### The metal 1 layer, run 1

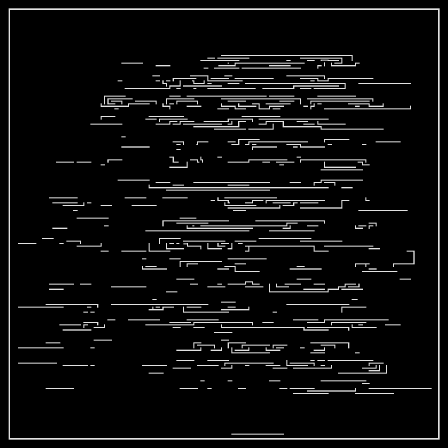
### The metal 2 layer, run 1

The bar under the picture is 20 µm long.
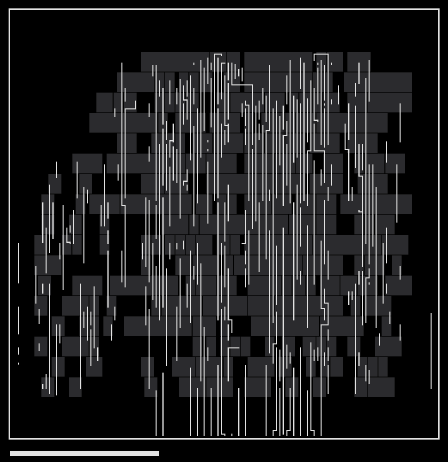
### Met3 routing, run 1

The bar under the picture is 20 µm long.
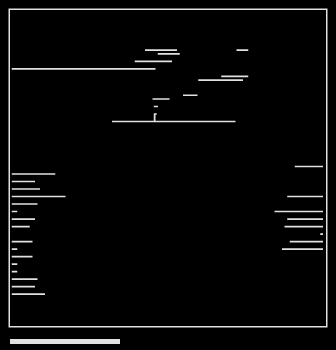
### Layout detail, run 1

The bar under the picture is 5 µm long. Region (4, 33) to (24, 53) µm. Cells in grey, sequential cells in the stronger grey; small squares are vias.
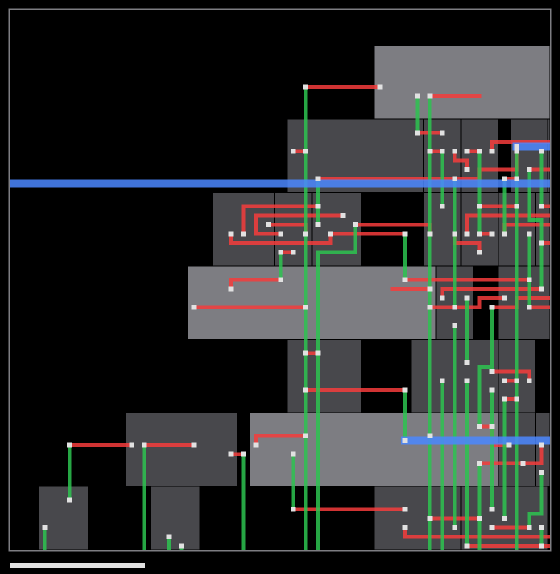
**config.mk**
```make
export PLATFORM = sky130hd
export DESIGN_NAME = compute_op_responder
export DESIGN_NICKNAME = d
export VERILOG_FILES = /design/src/rtl/compute_op_responder.sv
export SDC_FILE = /design/constraint.sdc
export NUM_CORES = 1
export LEC_CHECK = 0
export ABC_AREA = 1
export ABC_CLOCK_PERIOD_IN_PS = 1480
export CORE_MARGIN = 3
export CORE_UTILIZATION = 36
export DETAILED_ROUTE_END_ITERATION = 10
export GPL_ROUTABILITY_DRIVEN = 0
export GPL_TIMING_DRIVEN = 0
export HOLD_SLACK_MARGIN = 0.02
export PLACE_DENSITY_LB_ADDON = 0.15
export RECOVER_POWER = 50
export SLEW_MARGIN = 20
export SYNTH_ARGS = -nofsm -noshare
export SYNTH_HDL_FRONTEND = slang
export SYNTH_SLANG_ARGS = --single-unit
```
**constraint.sdc**
```tcl
create_clock -name ap_clk -period 1.48 [get_ports ap_clk]
set_clock_uncertainty 0.2 [all_clocks]
set_input_delay 0.296 -clock ap_clk [delete_from_list [all_inputs] [get_ports ap_clk]]
set_output_delay 0.296 -clock ap_clk [all_outputs]
set_load 0.02 [all_outputs]
```
**src/rtl/compute_op_responder.sv**
```systemverilog
// Single-op compute engine responder: accepts a start handshake, runs the op for a fixed per-op latency, pulses done.
// Optional performance counters are compiled in with `define COMPUTE_RESP_PERF_EN.
module compute_op_responder #(
  parameter int LAT_QK   = 3,
  parameter int LAT_SV   = 5,
  parameter int LAT_PROJ = 8
) (
  input  logic        ap_clk,
  input  logic        ap_rst,
  input  logic        compute_start,
  input  logic        compute_start_ap_vld,
  input  logic [31:0] compute_op,
  input  logic        compute_op_ap_vld,
  input  logic        err_clr,
  output logic        compute_ready,
  output logic        compute_done,
  output logic        eng_busy,
  output logic [1:0]  eng_op,
  output logic        err_illegal_op,
  output logic        err_start_busy
`ifdef COMPUTE_RESP_PERF_EN
  ,
  output logic [31:0] perf_busy_cycles,
  output logic [15:0] perf_ops_done
`endif
);

  typedef enum logic [1:0] {
    S_IDLE = 2'd0,
    S_RUN  = 2'd1,
    S_DONE = 2'd2
  } state_t;

  state_t      r_state;
  state_t      w_state_next;
  logic [7:0]  r_cnt;
  logic [1:0]  r_op;
  logic        r_err_illegal;
  logic        r_err_busy;

  logic        w_qual_start;
  logic        w_accept;
  logic        w_op_illegal;
  logic [1:0]  w_op_sel;
  logic [7:0]  w_cnt_load;

  // Op code 3 marks an illegal request; it runs with a single-cycle latency.
  function automatic logic [7:0] lat_load(input logic [1:0] op);
    case (op)
      2'd0:    lat_load = 8'(LAT_QK - 1);
      2'd1:    lat_load = 8'(LAT_SV - 1);
      2'd2:    lat_load = 8'(LAT_PROJ - 1);
      default: lat_load = 8'd0;
    endcase
  endfunction

  assign w_qual_start = compute_start && compute_start_ap_vld;
  assign w_accept     = w_qual_start && (r_state == S_IDLE);
  assign w_op_illegal = compute_op_ap_vld && (compute_op > 32'd2);
  assign w_op_sel     = !compute_op_ap_vld ? r_op :
                        (w_op_illegal ? 2'd3 : compute_op[1:0]);
  assign w_cnt_load   = lat_load(w_op_sel);

  always_comb begin
    w_state_next = r_state;
    case (r_state)
      S_IDLE:  if (w_accept) w_state_next = S_RUN;
      S_RUN:   if (r_cnt == 8'd0) w_state_next = S_DONE;
      S_DONE:  w_state_next = S_IDLE;
      default: w_state_next = S_IDLE;
    endcase
  end

  always_ff @(posedge ap_clk or posedge ap_rst) begin
    if (ap_rst) begin
      r_state <= S_IDLE;
      r_cnt   <= 8'd0;
      r_op    <= 2'd0;
    end else begin
      r_state <= w_state_next;
      if (w_accept) begin
        r_cnt <= w_cnt_load;
        r_op  <= w_op_sel;
      end else if (r_state == S_RUN && r_cnt != 8'd0) begin
        r_cnt <= r_cnt - 8'd1;
      end
    end
  end

  // A new error event in the same cycle as err_clr keeps the flag set.
  always_ff @(posedge ap_clk or posedge ap_rst) begin
    if (ap_rst) begin
      r_err_illegal <= 1'b0;
      r_err_busy    <= 1'b0;
    end else begin
      if (w_accept && w_op_illegal) r_err_illegal <= 1'b1;
      else if (err_clr)             r_err_illegal <= 1'b0;
      if (w_qual_start && r_state != S_IDLE) r_err_busy <= 1'b1;
      else if (err_clr)                      r_err_busy <= 1'b0;
    end
  end

  assign compute_ready  = (r_state == S_IDLE);
  assign eng_busy       = (r_state == S_RUN);
  assign compute_done   = (r_state == S_DONE);
  assign eng_op         = r_op;
  assign err_illegal_op = r_err_illegal;
  assign err_start_busy = r_err_busy;

`ifdef COMPUTE_RESP_PERF_EN
  logic [31:0] r_perf_busy;
  logic [15:0] r_perf_ops;

  always_ff @(posedge ap_clk or posedge ap_rst) begin
    if (ap_rst) begin
      r_perf_busy <= 32'd0;
      r_perf_ops  <= 16'd0;
    end else begin
      if (r_state == S_RUN && r_perf_busy != 32'hFFFF_FFFF)
        r_perf_busy <= r_perf_busy + 32'd1;
      if (r_state == S_DONE)
        r_perf_ops <= r_perf_ops + 16'd1;
    end
  end

  assign perf_busy_cycles = r_perf_busy;
  assign perf_ops_done    = r_perf_ops;
`endif

endmodule
```
==> results.toml, run 1 <==
# yosys + openroad results
[grt]
gr-usage-all-layers = 0.196
grt_pass1_vias = 1071
grt_busiest_layer = "met2"
grt_start_max_net_pins = 15

[routing]
met3WireLength_um = 190
met1_length_mm = 1.21

[cts]
ctsHtreeMaxLevel = 1
cts_tree = "built"

[final_layout]
fillerInstances = 189
post_route_cells_drive_above_1_share = 0.472
area.sequential_um2 = 354
logic_gate_count = 97
largest_class = "logic gates"

[power_and_ir_drop]
sequentialPowerShare = 0.248
comb_power_share = 0.654
net_switching_power_mw = 1.30

[die]
die_h_um = 57.3

[min_path]
hold_path_class = "input pin to asynchronous set/reset pin"

[synth]
synthDistinctLibCells = 27
enable_flop_cells = 0
asyncSetResetFlopFracSynth = 1.00
xor_area_frac = 0.0185
yosys_area_um2 = 946
top_cell_area_share = 0.370
post_synthesis_instance_area_um2 = 946

[setup_path]
crit_fanout = 7
reg2reg_setup_slack_ns = -0.14
worst_r2r_endpoint = "r_cnt[0]"
reg_to_reg_startpoint = "r_cnt[4]"

[timing]
worst_slack_ns = -0.138
setup-violations-final = 15

[job]
tool_warnings = 30

[outcome]
outcome = "finished, violations left"
violated_checks = "setup timing"
Back to the opening pictures, 'The metal 1 layer':
share of all routed wire: 40%
nets with wire on the layer: 206
longest straight run: 23.9 µm
via count: 1074
GR met1 Demand/Resource: 0.224
total routed wirelength: 3.03 mm

Back to the opening pictures, 'The metal 2 layer':
nets with wire on the layer: 195
longest straight run: 28.6 µm
Global Route met2 Usage: 0.351

Back to the opening pictures, 'Met3 routing':
share of all routed wire: 6.3%
nets with wire on the layer: 34
longest straight run: 25.8 µm
wire length on this layer: 191 µm
main direction: horizontal
fraction of met3 tracks used by global routing: 0.0611

Back to the opening pictures, 'Layout detail':
[M2] green
[M1] red
[M3] blue
cells with their middle in the window: 23
netlist names of flops here include: r_cnt (3)
sequential cells in the window: 3
most frequent: nor2_1 (5), nand2_1 (4)

[run 1: cells in the final DEF (no fill, tap or decap), drive strengths merged]
cell type,instances
and2,1
buf,36
bufbuf,1
clkbuf,14
clkdlybuf4s15,11
clkdlybuf4s50,3
dfrtp,14
dlygate4sd2,2
dlygate4sd3,1
ha,3
inv,16
mux2,1
mux2i,1
nand2,34
nand3,5
nand4,2
nor2,33
nor3,1
nor4,1
o211ai,1
o21ai,9
o22ai,2
o31ai,1
xor2,2
[run 1: sequential cells by signal, summed over array words and instances, names as in the netlist]
name            cells
r_cnt               8
eng_op              2
r_state             2
err_illegal_op      1
err_start_busy      1
--- run 2 (diff from run 1) ---
--- a/config.mk
+++ b/config.mk
@@ -7,8 +7,10 @@
 export LEC_CHECK = 0
 export ABC_AREA = 1
 export ABC_CLOCK_PERIOD_IN_PS = 1480
+export CELL_PAD_IN_SITES_DETAIL_PLACEMENT = 1
+export CELL_PAD_IN_SITES_GLOBAL_PLACEMENT = 2
 export CORE_MARGIN = 3
-export CORE_UTILIZATION = 36
+export CORE_UTILIZATION = 19
 export DETAILED_ROUTE_END_ITERATION = 10
 export GPL_ROUTABILITY_DRIVEN = 0
 export GPL_TIMING_DRIVEN = 0
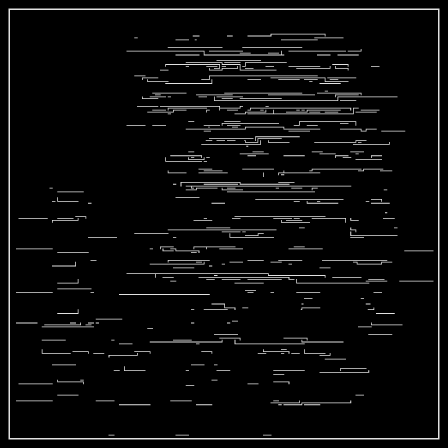
*The metal 1 layer, run 2*
nets with wire on the layer: 220
longest straight run: 29.4 µm
wire length on this layer: 1510 µm
main direction: horizontal
via count: 1126
GR met1 Demand/Resource: 0.141

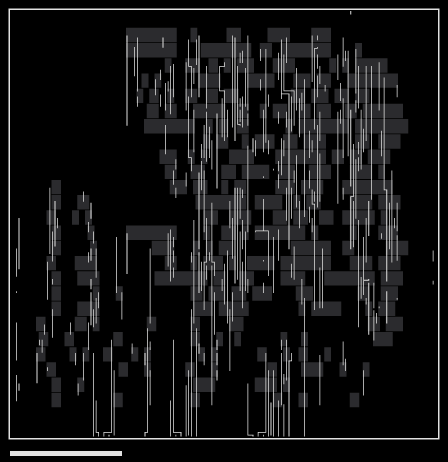
*The metal 2 layer, run 2*
The bar under the picture is 20 µm long.
nets with wire on the layer: 218
share of all routed wire: 51%
wire length on this layer: 1780 µm
longest straight run: 27.7 µm
Global Route met2 Usage: 0.216
total routed wirelength: 3.49 mm

==> run 2 against run 1 <==
Effect of this change:
- the flow still finishes with violations (setup timing)
- core utilization fell by 32 points
- worst setup slack worse by 0.031 ns
- non-clock buffer count up 12
- critical path depth rose by 2
- die size up 79%
- sequential power is 5.4% lower
- critical path type unchanged
- critical endpoint is now r_cnt[5]
- highest routed layer unchanged
==> results.toml, run 2 <==
# yosys + openroad results
[synth]
synthDistinctLibCells = 27
yosys_area_um2 = 946
xor_area_frac = 0.0185
top_cell_area_share = 0.370
enable_flop_cells = 0
asyncSetResetFlopFracSynth = 1.00
post_synthesis_instance_area_um2 = 946
top_area_cell = "dfrtp_1"
topCellsByArea = "dfrtp_1 (37%), nand2_1 (13%), nor2_1 (12%)"
ys_ff = 14

[final_layout]
largest_class = "logic gates"
area.sequential_um2 = 353
multiInputGateArea_um2 = 676
lay_top_count = "buf_2"
final_layout_top_logic_cells = "buf_2 (30), nand2_1 (22), buf_4 (22), nor2_1 (20)"
largest-register = "r_cnt"
fillerInstances = 598
logic_gate_count = 97
largest_reg_flops = 8
post_route_cells_drive_above_1_share = 0.594

[timing]
fin_crit_ns = 1.65
setup-violations-final = 13
finalClockPeriodUsage = 1.11
worst_slack_ns = -0.169

[min_path]
hold_path_class = "input pin to register"

[grt]
grt_pass1_vias = 1257
met3_usage = 0.0189
grt_busiest_layer = "met2"
grt_start_max_net_pins = 15
gr-usage-all-layers = 0.120

[cts]
cts-buffers-inserted = 3
cts_tree = "built"
hold_fix_buffer_count_after_cts = 0
ctsHtreeMaxLevel = 1

[job]
tool_warnings = 30

[die]
die_h_um = 76.6
design.core.area_um2 = 4750

[outcome]
violated_checks = "setup timing"
outcome = "finished, violations left"

[power_and_ir_drop]
net_switching_power_mw = 1.40
internal_power_mw = 1.92
comb_power_share = 0.678
sequentialPowerShare = 0.204

[setup_path]
worst_r2r_endpoint = "r_cnt[5]"
crit_fanout = 4
reg_to_reg_startpoint = "r_cnt[2]"
reg2reg_setup_slack_ns = -0.17

[routing]
met3WireLength_um = 138
met1_length_mm = 1.51
detailedRoute.firstPassIterationCount = 3
run 2: cell count changes in the layout (fill, tap and decap cells not counted), moves of 6 or more:
| cell | change |
|---|---|
| clkbuf_2 | -9 |
| buf_6 | +10 |
| nand2_1 | -6 |
| clkdlybuf4s15_1 | -10 |
| nand2_2 | +6 |
| buf_2 | +16 |
run 2: through the flow:
step	instances	hold slack, ns	total power, mW
floorplan	128	-0.0148	1.55
detailed placement	239	0.298	2.01
global route	274	0.326	3.57
CTS	264	0.239	2.94
finish	274	0.281	3.32
global placement	239	0.296	1.98
run 2: worst max-delay path, delay by kind of cell (launching register included):
kind	cells	cell delay, ns
compound gates	1	0.28
buf+inv	1	0.15
flops	1	0.40
simple gates	7	0.53
### Routing congestion map, run 2

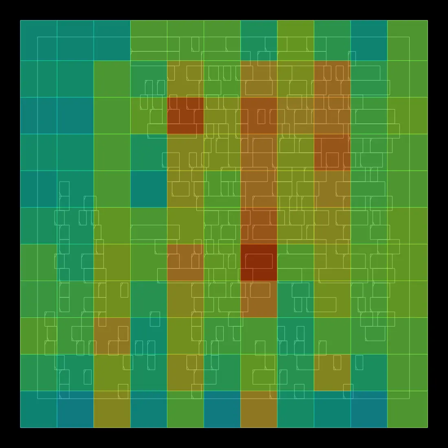

--- run 3 (diff from run 2) ---
--- a/config.mk
+++ b/config.mk
@@ -7,10 +7,10 @@
 export LEC_CHECK = 0
 export ABC_AREA = 1
 export ABC_CLOCK_PERIOD_IN_PS = 1480
-export CELL_PAD_IN_SITES_DETAIL_PLACEMENT = 1
-export CELL_PAD_IN_SITES_GLOBAL_PLACEMENT = 2
+export CELL_PAD_IN_SITES_DETAIL_PLACEMENT = 0
+export CELL_PAD_IN_SITES_GLOBAL_PLACEMENT = 1
 export CORE_MARGIN = 3
-export CORE_UTILIZATION = 19
+export CORE_UTILIZATION = 25
 export DETAILED_ROUTE_END_ITERATION = 10
 export GPL_ROUTABILITY_DRIVEN = 0
 export GPL_TIMING_DRIVEN = 0
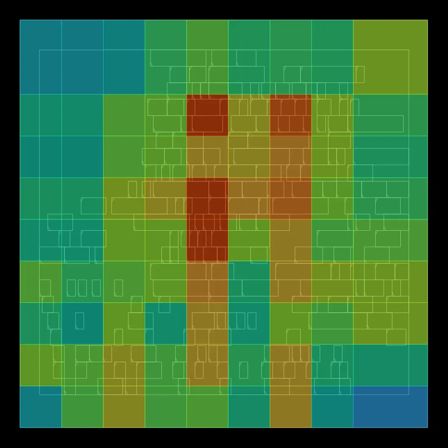
*Routing congestion map, run 3*
global routing usage summed across all routing layers: 0.138
fraction of met3 tracks used by global routing: 0.0233

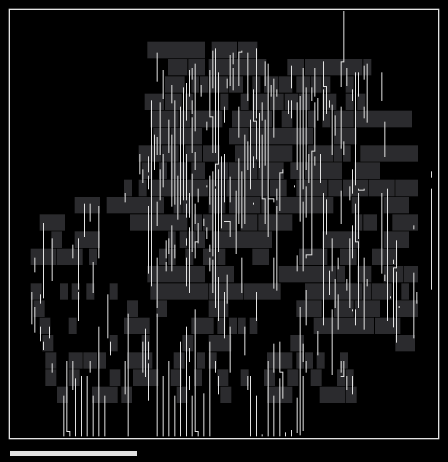
*The metal 2 layer, run 3*
The bar under the picture is 20 µm long.
longest straight run: 29.2 µm
main direction: vertical
via count: 1063
Global Route met2 Usage: 0.259
total routed wirelength: 2.92 mm

==> run 3 against run 2 <==
Effect of this change:
- the run still ends with setup timing left
- register-to-register slack better by 0.02 ns
- core utilization grew 12 points
- sequential cell count unchanged
- clock power decreased by 3%
- sequential share of layout area grew 0.79 points
- routed wire length shrank 16%
- clock-buffer cell count unchanged
- largest cell class unchanged
- largest power group unchanged
==> results.toml, run 3 <==
# yosys + openroad results
[outcome]
outcome = "finished, violations left"
violated_checks = "setup timing"

[synth]
asyncSetResetFlopFracSynth = 1.00
post_synthesis_instance_area_um2 = 946
xor_area_frac = 0.0185
enable_flop_cells = 0
yosys_area_um2 = 946

[grt]
grt_pass1_vias = 1132
grt_use_met1 = 0.159

[power_and_ir_drop]
total_power_mw = 2.94
comb_power_share = 0.631
internal_power_mw = 1.69
sequentialPowerShare = 0.240

[setup_path]
reg2reg_setup_slack_ns = -0.14
reg_to_reg_startpoint = "eng_op[0]"
critPathBufInv = 2

[routing]
met1_length_mm = 1.20

[final_layout]
post_route_cells_drive_above_1_share = 0.566
fillerInstances = 352
final_cell_count_no_fill = 244
largest_reg_flops = 8

[timing]
worst_slack_ns = -0.145
setup-violations-final = 11
fin_crit_ns = 1.62
finalClockPeriodUsage = 1.10

[min_path]
hold_path_class = "input pin to register"

[cts]
ctsHtreeMaxLevel = 1
cts_tree = "built"

[placed_design]
place.detailed.instances = 218
## run 3: cell types whose count changed in the layout (fill, tap and decap cells not counted), sizes merged
| cell | before | now |
|---|---|---|
| buf | 67 | 56 |
| dlygate4sd2 | 4 | 5 |
| clkbuf | 5 | 6 |
## run 3: cell type report
type	instances	area, µm²	area share
well taps	46	57.6	0.0329
repair buffers	66	538	0.308
inverters	16	62.6	0.0358
multi-input cells	97	667	0.382
flip-flops and latches	14	353	0.202
clock buffers	4	55.1	0.0315
plain buffers	1	15.0	0.00859
## run 3: what timing repair did
action,4_1_cts,5_1_grt
setup buffers,15,6
endpoints found under the hold margin,0,0
pin swaps,42,22
gates cloned,1,0
resized,152,32
hold buffers,0,0
setup endpoints to repair,19,16
Power figures rest on the tool's default switching activity, not on a simulated workload.
